--- src/rtl/draw_sequencer.sv ---
// draw_sequencer: per-frame scheduler for the VGA draw path.
// Each frame runs an erase pass over the enabled clients, a logic step,
// a position-increment step, then a colour draw pass. It owns the
// single plot port and muxes the active client's pixel stream onto it.
module draw_sequencer #(
    parameter int N          = 3,
    parameter int XW         = 10,
    parameter int YW         = 10,
    parameter int CW         = 3,
    parameter int TW         = 20,
    parameter int LOGIC_WAIT = 30,
    parameter int IW         = (N > 1) ? $clog2(N) : 1
) (
    input  logic            clk,
    input  logic            resetn,
    input  logic            frame_tick,
    input  logic [N-1:0]    client_en,
    output logic [N-1:0]    client_go,
    input  logic [N-1:0]    client_done,
    input  logic [N*TW-1:0] client_timeout,
    input  logic [N*XW-1:0] client_x,
    input  logic [N*YW-1:0] client_y,
    input  logic [N*CW-1:0] client_colour,
    input  logic [N-1:0]    client_wr,
    output logic [XW-1:0]   x,
    output logic [YW-1:0]   y,
    output logic [CW-1:0]   colour,
    output logic            writeEn,
    output logic            logic_go,
    output logic            inc_enable,
    output logic            erasing,
    output logic            busy,
    output logic [IW-1:0]   active,
    output logic [N-1:0]    timeout_err,
    output logic            overrun
);

    typedef enum logic [2:0] {
        S_IDLE   = 3'd0,
        S_E_GO   = 3'd1,
        S_E_RUN  = 3'd2,
        S_LOGIC  = 3'd3,
        S_L_WAIT = 3'd4,
        S_INC    = 3'd5,
        S_D_GO   = 3'd6,
        S_D_RUN  = 3'd7
    } state_t;

    state_t          r_state;
    logic [IW-1:0]   r_active;
    logic [TW-1:0]   r_cnt;
    logic [N-1:0]    r_mask;
    logic            r_pending;
    logic [N-1:0]    r_timeout_err;
    logic            r_overrun;

    logic [IW:0]     w_first_en;
    logic [IW:0]     w_first_mask;
    logic [IW:0]     w_next;
    logic            w_done;
    logic [TW-1:0]   w_tmo;
    logic [XW-1:0]   w_x;
    logic [YW-1:0]   w_y;
    logic [CW-1:0]   w_colour;
    logic            w_run;

    // Lowest set index of mask at or above start; MSB flags that one exists.
    function automatic logic [IW:0] find_from(input logic [N-1:0] mask, input int start);
        logic [IW:0] res;
        res = '0;
        for (int i = N - 1; i >= 0; i--) begin
            if ((i >= start) && mask[i]) begin
                res = {1'b1, IW'(i)};
            end
        end
        return res;
    endfunction

    // Client selection and next-index search for the active client.
    always_comb begin
        w_first_en   = find_from(client_en, 0);
        w_first_mask = find_from(r_mask, 0);
        w_next       = find_from(r_mask, int'(r_active) + 1);
        w_done       = client_done[r_active];
        w_tmo        = client_timeout[r_active*TW +: TW];
        w_x          = client_x[r_active*XW +: XW];
        w_y          = client_y[r_active*YW +: YW];
        w_colour     = client_colour[r_active*CW +: CW];
        w_run        = (r_state == S_E_RUN) || (r_state == S_D_RUN);
    end

    // Output decode of registered state plus the pixel pass-through.
    always_comb begin
        busy        = (r_state != S_IDLE);
        erasing     = (r_state == S_E_GO) || (r_state == S_E_RUN);
        logic_go    = (r_state == S_LOGIC);
        inc_enable  = (r_state == S_INC);
        active      = r_active;
        timeout_err = r_timeout_err;
        overrun     = r_overrun;
        client_go   = '0;
        if ((r_state == S_E_GO) || (r_state == S_D_GO)) begin
            client_go[r_active] = 1'b1;
        end else begin
            client_go = '0;
        end
        x       = busy ? w_x : '0;
        y       = busy ? w_y : '0;
        colour  = (busy && !erasing) ? w_colour : '0;
        writeEn = w_run ? client_wr[r_active] : 1'b0;
    end

    // Frame FSM, RUN/wait counter, tick queue and sticky error flags.
    always_ff @(posedge clk or negedge resetn) begin
        if (!resetn) begin
            r_state       <= S_IDLE;
            r_active      <= '0;
            r_cnt         <= '0;
            r_mask        <= '0;
            r_pending     <= 1'b0;
            r_timeout_err <= '0;
            r_overrun     <= 1'b0;
        end else begin
            case (r_state)
                S_IDLE: begin
                    if (frame_tick || r_pending) begin
                        r_pending <= 1'b0;
                        r_mask    <= client_en;
                        r_cnt     <= '0;
                        r_active  <= w_first_en[IW-1:0];
                        r_state   <= w_first_en[IW] ? S_E_GO : S_LOGIC;
                    end else begin
                        r_state <= S_IDLE;
                    end
                end
                S_E_GO, S_D_GO: begin
                    r_cnt   <= '0;
                    r_state <= (r_state == S_E_GO) ? S_E_RUN : S_D_RUN;
                end
                S_E_RUN, S_D_RUN: begin
                    // done takes priority over a coincident timeout
                    if (w_done || (r_cnt == w_tmo)) begin
                        if (!w_done) begin
                            r_timeout_err[r_active] <= 1'b1;
                        end
                        if (w_next[IW]) begin
                            r_active <= w_next[IW-1:0];
                            r_state  <= (r_state == S_E_RUN) ? S_E_GO : S_D_GO;
                        end else begin
                            r_state <= (r_state == S_E_RUN) ? S_LOGIC : S_IDLE;
                        end
                    end else begin
                        r_cnt <= r_cnt + TW'(1);
                    end
                end
                S_LOGIC: begin
                    r_cnt   <= '0;
                    r_state <= S_L_WAIT;
                end
                S_L_WAIT: begin
                    if (r_cnt == TW'(LOGIC_WAIT - 1)) begin
                        r_state <= S_INC;
                    end else begin
                        r_cnt <= r_cnt + TW'(1);
                    end
                end
                S_INC: begin
                    r_active <= w_first_mask[IW-1:0];
                    r_state  <= w_first_mask[IW] ? S_D_GO : S_IDLE;
                end
                default: begin
                    r_state <= S_IDLE;
                end
            endcase
            // one-deep queue of ticks that arrive mid-frame
            if ((r_state != S_IDLE) && frame_tick) begin
                if (r_pending) begin
                    r_overrun <= 1'b1;
                end else begin
                    r_pending <= 1'b1;
                end
            end
        end
    end

endmodule

--- config.mk ---
export PLATFORM = sky130hd
export DESIGN_NAME = draw_sequencer
export DESIGN_NICKNAME = d
export VERILOG_FILES = /design/src/rtl/draw_sequencer.sv
export SDC_FILE = /design/constraint.sdc
export NUM_CORES = 1
export LEC_CHECK = 0
export CAP_MARGIN = 25
export CORE_UTILIZATION = 42
export DETAILED_ROUTE_END_ITERATION = 10
export GPL_ROUTABILITY_DRIVEN = 0
export PLACE_DENSITY = 0.88
export REMOVE_ABC_BUFFERS = 1
export SYNTH_ARGS = -nofsm -noshare
export SYNTH_HDL_FRONTEND = slang
export SYNTH_SLANG_ARGS = --single-unit
--- constraint.sdc ---
create_clock -name clk -period 3.6 [get_ports clk]
set_input_delay 0.72 -clock clk [delete_from_list [all_inputs] [get_ports clk]]
set_output_delay 0.72 -clock clk [all_outputs]
set_load 0.005 [all_outputs]
==> run_results.csv, run 1 <==
group,metric,value,unit
run_status,status,"finished, final reports clean",
yosys,logic_family,"simple AND/OR/NAND/NOR gates",
pwr,powerComb,2.28,mW
placement,dp_cells,728,
pwr,pg_seq,0.628,mW
cells_and_area,antenna_cells,0,
timing,rsz0062_at_grt,"false",
clock_tree,path_clk_slew,0.07,ns
yosys,edf_count,0,
clock_tree,cts_max_path_buffers,2,
cells_and_area,layout.nonclk_buf_frac,0.340,
cells_and_area,sh_comb_area,0.465,
yosys,syn_area_per_cell,7.69,µm²
cells_and_area,inverters,11,
yosys,aoi_share,0.221,
timing,timing.fmax,299,MHz
critical_path,cp.required,2.88,ns
floorplanning,nWellTaps,105,
critical_path,crit_path_start_kind,"register",
pwr,powerDensity,571,nW/µm²
timing,setup_viol,0,
[run 1: flip-flops by register name, summed over array words and instances (netlist names)]
signal,cells
r_state,3
timeout_err,3
r_mask,3
overrun,1
r_cnt,20
r_pending,1
active,2
[run 1: critical path: stages (launching register included)]
cell and delay, ns:
dfrtp_4 0.63, buf_4 0.43, buf_4 0.29, mux2i_1 0.21, nor2_1 0.05, a21oi_1 0.14
nor2_1 0.06, clkdlybuf4s50_1 0.48
[run 1: path summary, 6_finish.rpt]
kind | cells after the start | to | startpoint | slack, ns
setup / recovery | 7 | y[1] | active[0] | 0.26
hold / removal | 1 | overrun | overrun | 0.47
setup reg to reg | 10 | r_cnt[12] | active[0] | 0.40
hold reg to reg | 1 | overrun | overrun | 0.47
max in group asynchronous | 2 | r_cnt[3] | resetn | 1.97
min in group asynchronous | 1 | r_cnt[14] | resetn | 0.88
[run 1: cell usage after synthesis (all sizes together), types with 3 or more instances]
library cell   n  area (µm²)
clkbuf        21        78.8
nand2         18        67.6
o22ai          5        31.3
nor2b         18         113
nor4           5        37.5
buf           17        96.3
nand4          4        25.0
nand2b        13        81.3
nor3          15        85.1
or4            3        30.0
o31ai         11         113
dfrtp         33         826
o41ai          6        52.6
a221o          8        80.1
nand3b         8        60.1
and4b          8        80.1
mux2          12         150
nor2          83         314
mux2i         40         400
xnor2         13         114
and3           8        50.1
and2           5        31.3
o21ai         32         168
a21oi         33         173
ha             3        37.5
o2bb2ai        5        43.8
inv           11        41.3
nand3         16        80.1
[run 1: layer usage]
layer	share of wire	wire length, µm	track usage	vias to the layer above
li1	-	-	-	2025
met1	0.38	4640	0.326	1962
met2	0.51	6220	0.455	241
met3	0.085	1040	0.0491	30
met4	0.025	303	0.0846	0
met5	0	0	0	-
Fig. 1: run 1, met4 routing
(6 px per µm) Supply wires on this layer in gray. Cells faint in the background.
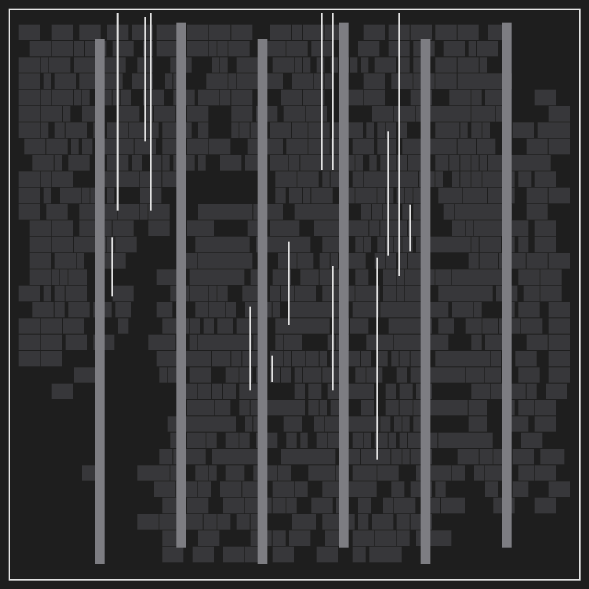
The wires run mostly vertical. 13 nets have wire on it. The longest straight run is 43.5 µm.

Fig. 2: run 1, the clock network
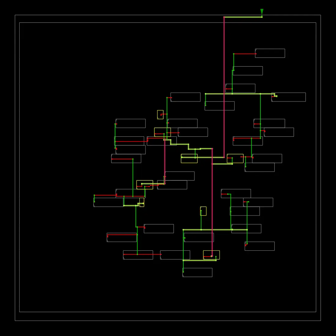
Clock Sinks: 33
FFs & Latches: 33

Fig. 3: run 1, sequential cells colored by netlist name
(4 px per µm) Other sequential cells in the stronger gray, the rest of the logic in the fainter gray.
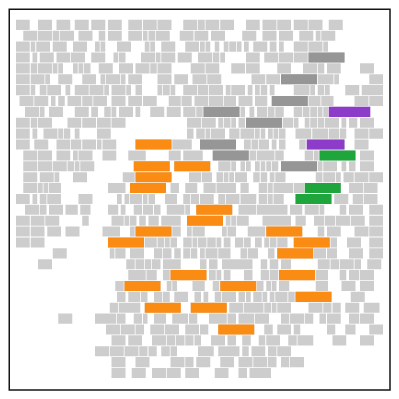
Key: green = timeout_err [flops 3]; purple = active [flops 2]; orange = r_cnt [flops 20]
Another 8 sequential cells are not colored.

Fig. 4: run 1, local utilization
(4 px per µm) The die is cut into 9 by 9 equal tiles; white is low, dark blue is high, 0 to 100% covered.
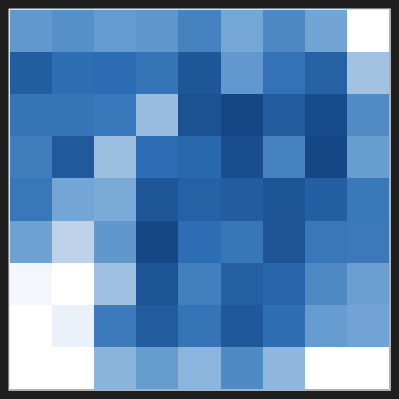

==> run 2: changes to the inputs <==
--- a/config.mk
+++ b/config.mk
@@ -7,6 +7,7 @@
 export LEC_CHECK = 0
 export CAP_MARGIN = 25
 export CORE_UTILIZATION = 42
+export CTS_BUF_LIST = sky130_fd_sc_hd__clkbuf_16
 export DETAILED_ROUTE_END_ITERATION = 10
 export GPL_ROUTABILITY_DRIVEN = 0
 export PLACE_DENSITY = 0.88
Fig. 5: run 2, local utilization
(4 px per µm) The die is cut into 9 by 9 equal tiles; white is low, dark blue is high, 0 to 100% covered.
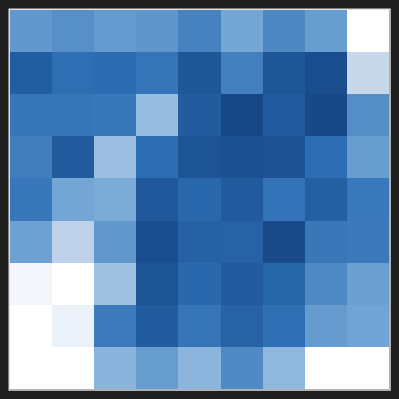
The mean over all tiles is 61%. The densest ninth of the die: center. The emptiest ninth of the die: lower left. 8.6% of the tiles are nearly empty. 36% of the tiles are over 75% full.
Core Footprint: 8260 µm²
starting density of the core: 0.438

Fig. 6: run 2, the clock network
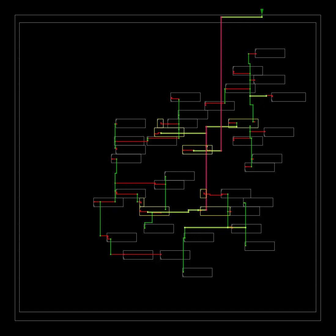
clk_lat worst skew: 0.28 ns
clock buf count: 5
CTS Buf Count: 5
Clk. pwr: 0.404 mW
clk_skew: 0.00841 ns

==> run_results.csv, run 2 <==
group,metric,value,unit
yosys,edf_count,0,
critical_path,r2r_cells,10,
cells_and_area,largest_reg_flops,20,
grt,gr-total-overflow,0,
pwr,powerDensity,588,nW/µm²
pwr,power.net_switching,1.47,mW
timing,rsz0062_at_grt,"false",
grt,gr-usage-all-layers,0.268,
cells_and_area,finish.utilization,0.679,
critical_path,cp_num_buf_inv,3,
worst_hold_path,min_delay_path_depth,1,
yosys,yosys.area.top_type,"dfrtp_1",
yosys,synth_top_cell_by_count,"nor2_1",
worst_hold_path,holdPathEnd,"overrun",
clock_tree,path_clk_slew,0.05,ns
yosys,top_area_frac,0.228,
run_status,status,"finished, final reports clean",
critical_path,critPathTopFamily,"buffers and inverters",
critical_path,r2r-end,"r_cnt[13]",
timing,worst_pin_slew,0.998,ns
critical_path,reg2reg_from,"active[0]",
yosys,topCellsByArea,"dfrtp_1 (23%), mux2i_1 (11%), nor2_1 (8.5%), a21oi_1 (4.3%), o21ai_1 (3.2%)",
clock_tree,numClockSinks,33,
timing,timing.fmax,290,MHz
placement,numPortBuffers,177,
cells_and_area,antenna_cells,0,
critical_path,cp_slowest_cell,"dfrtp_4",
critical_path,r2r_slack,0.28,ns
cells_and_area,largest_register,"r_cnt",
critical_path,cp.required,2.88,ns
worst_hold_path,min-delay-start,"overrun",
clock_tree,cts_max_path_buffers,2,
timing,setup_viol,0,
yosys,yosys_area,3620,µm²
Fig. 7: run 2, metal layers overlaid
(4 px per µm)
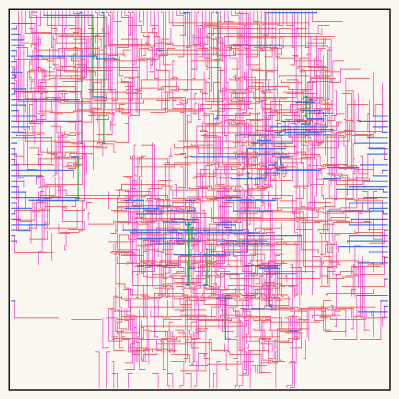
Key: green = met4 [wire length 250 µm]; red = met1 [wire length 4730 µm]; blue = met3 [wire length 947 µm]; magenta = met2 [wire length 6270 µm]

run 2: worst max path at each step:
stage	start	end	slack [ns]	cells past startpoint
floorplan	active[0]	r_cnt[19]	-1.09	8
global placement	client_timeout[34]	r_cnt[9]	0.11	10
detailed placement	client_timeout[34]	r_cnt[13]	0.07	10
CTS	active[0]	y[1]	0.14	7
global route	active[1]	x[4]	0.002	5
finish	active[0]	y[1]	0.15	7
run 2: final cells by class:
type | count | share of cell area
tap | 105 | 0.0234
inverter | 11 | 0.00736
clock buffer | 5 | 0.0223
multi-input combinational | 389 | 0.461
timing repair buffer | 190 | 0.335
clock inverter | 3 | 0.00245
sequential | 33 | 0.148
run 2: power by group through the flow:
stage               Combinational, mW  Sequential (mW)  Clock (mW)
global placement                 2.14            0.635           0
floorplan                        1.24            0.657           0
CTS                              2.24            0.642       0.406
global route                     2.44            0.671       0.421
detailed placement               2.22            0.646           0
finish                           2.25            0.649       0.404
run 2: logic make-up (layout without fill, tap and decap cells):
group           after synthesis  count (layout)  synth area share
mux                          52              52             0.152
compound gates              114             114             0.221
simple gates                207             207             0.297
fa+ha+maj                     3               3            0.0104
flops                        33              33             0.228
buf+inv                      49             209            0.0598
xor+xnor                     13              13            0.0315
run 2: per-layer routing:
metal | routed length (µm) | vias up | GRT usage | part of all wire
met3 | 947 | 30 | 0.0515 | 0.078
met1 | 4730 | 1975 | 0.328 | 0.39
met4 | 249 | 0 | 0.0682 | 0.020
met5 | 0 | - | 0 | 0
li1 | - | 2018 | - | -
met2 | 6270 | 229 | 0.478 | 0.51
run 2: metrics by stage:
stage                     hold WS (ns)  instances
after floorplan                  0.424        433
after global placement           0.448        728
after detailed placement         0.459        728
after CTS                        0.469        736
after global routing             0.496        736
final                            0.473        736
No activity file was given, so power comes from the tool's default toggle rates.
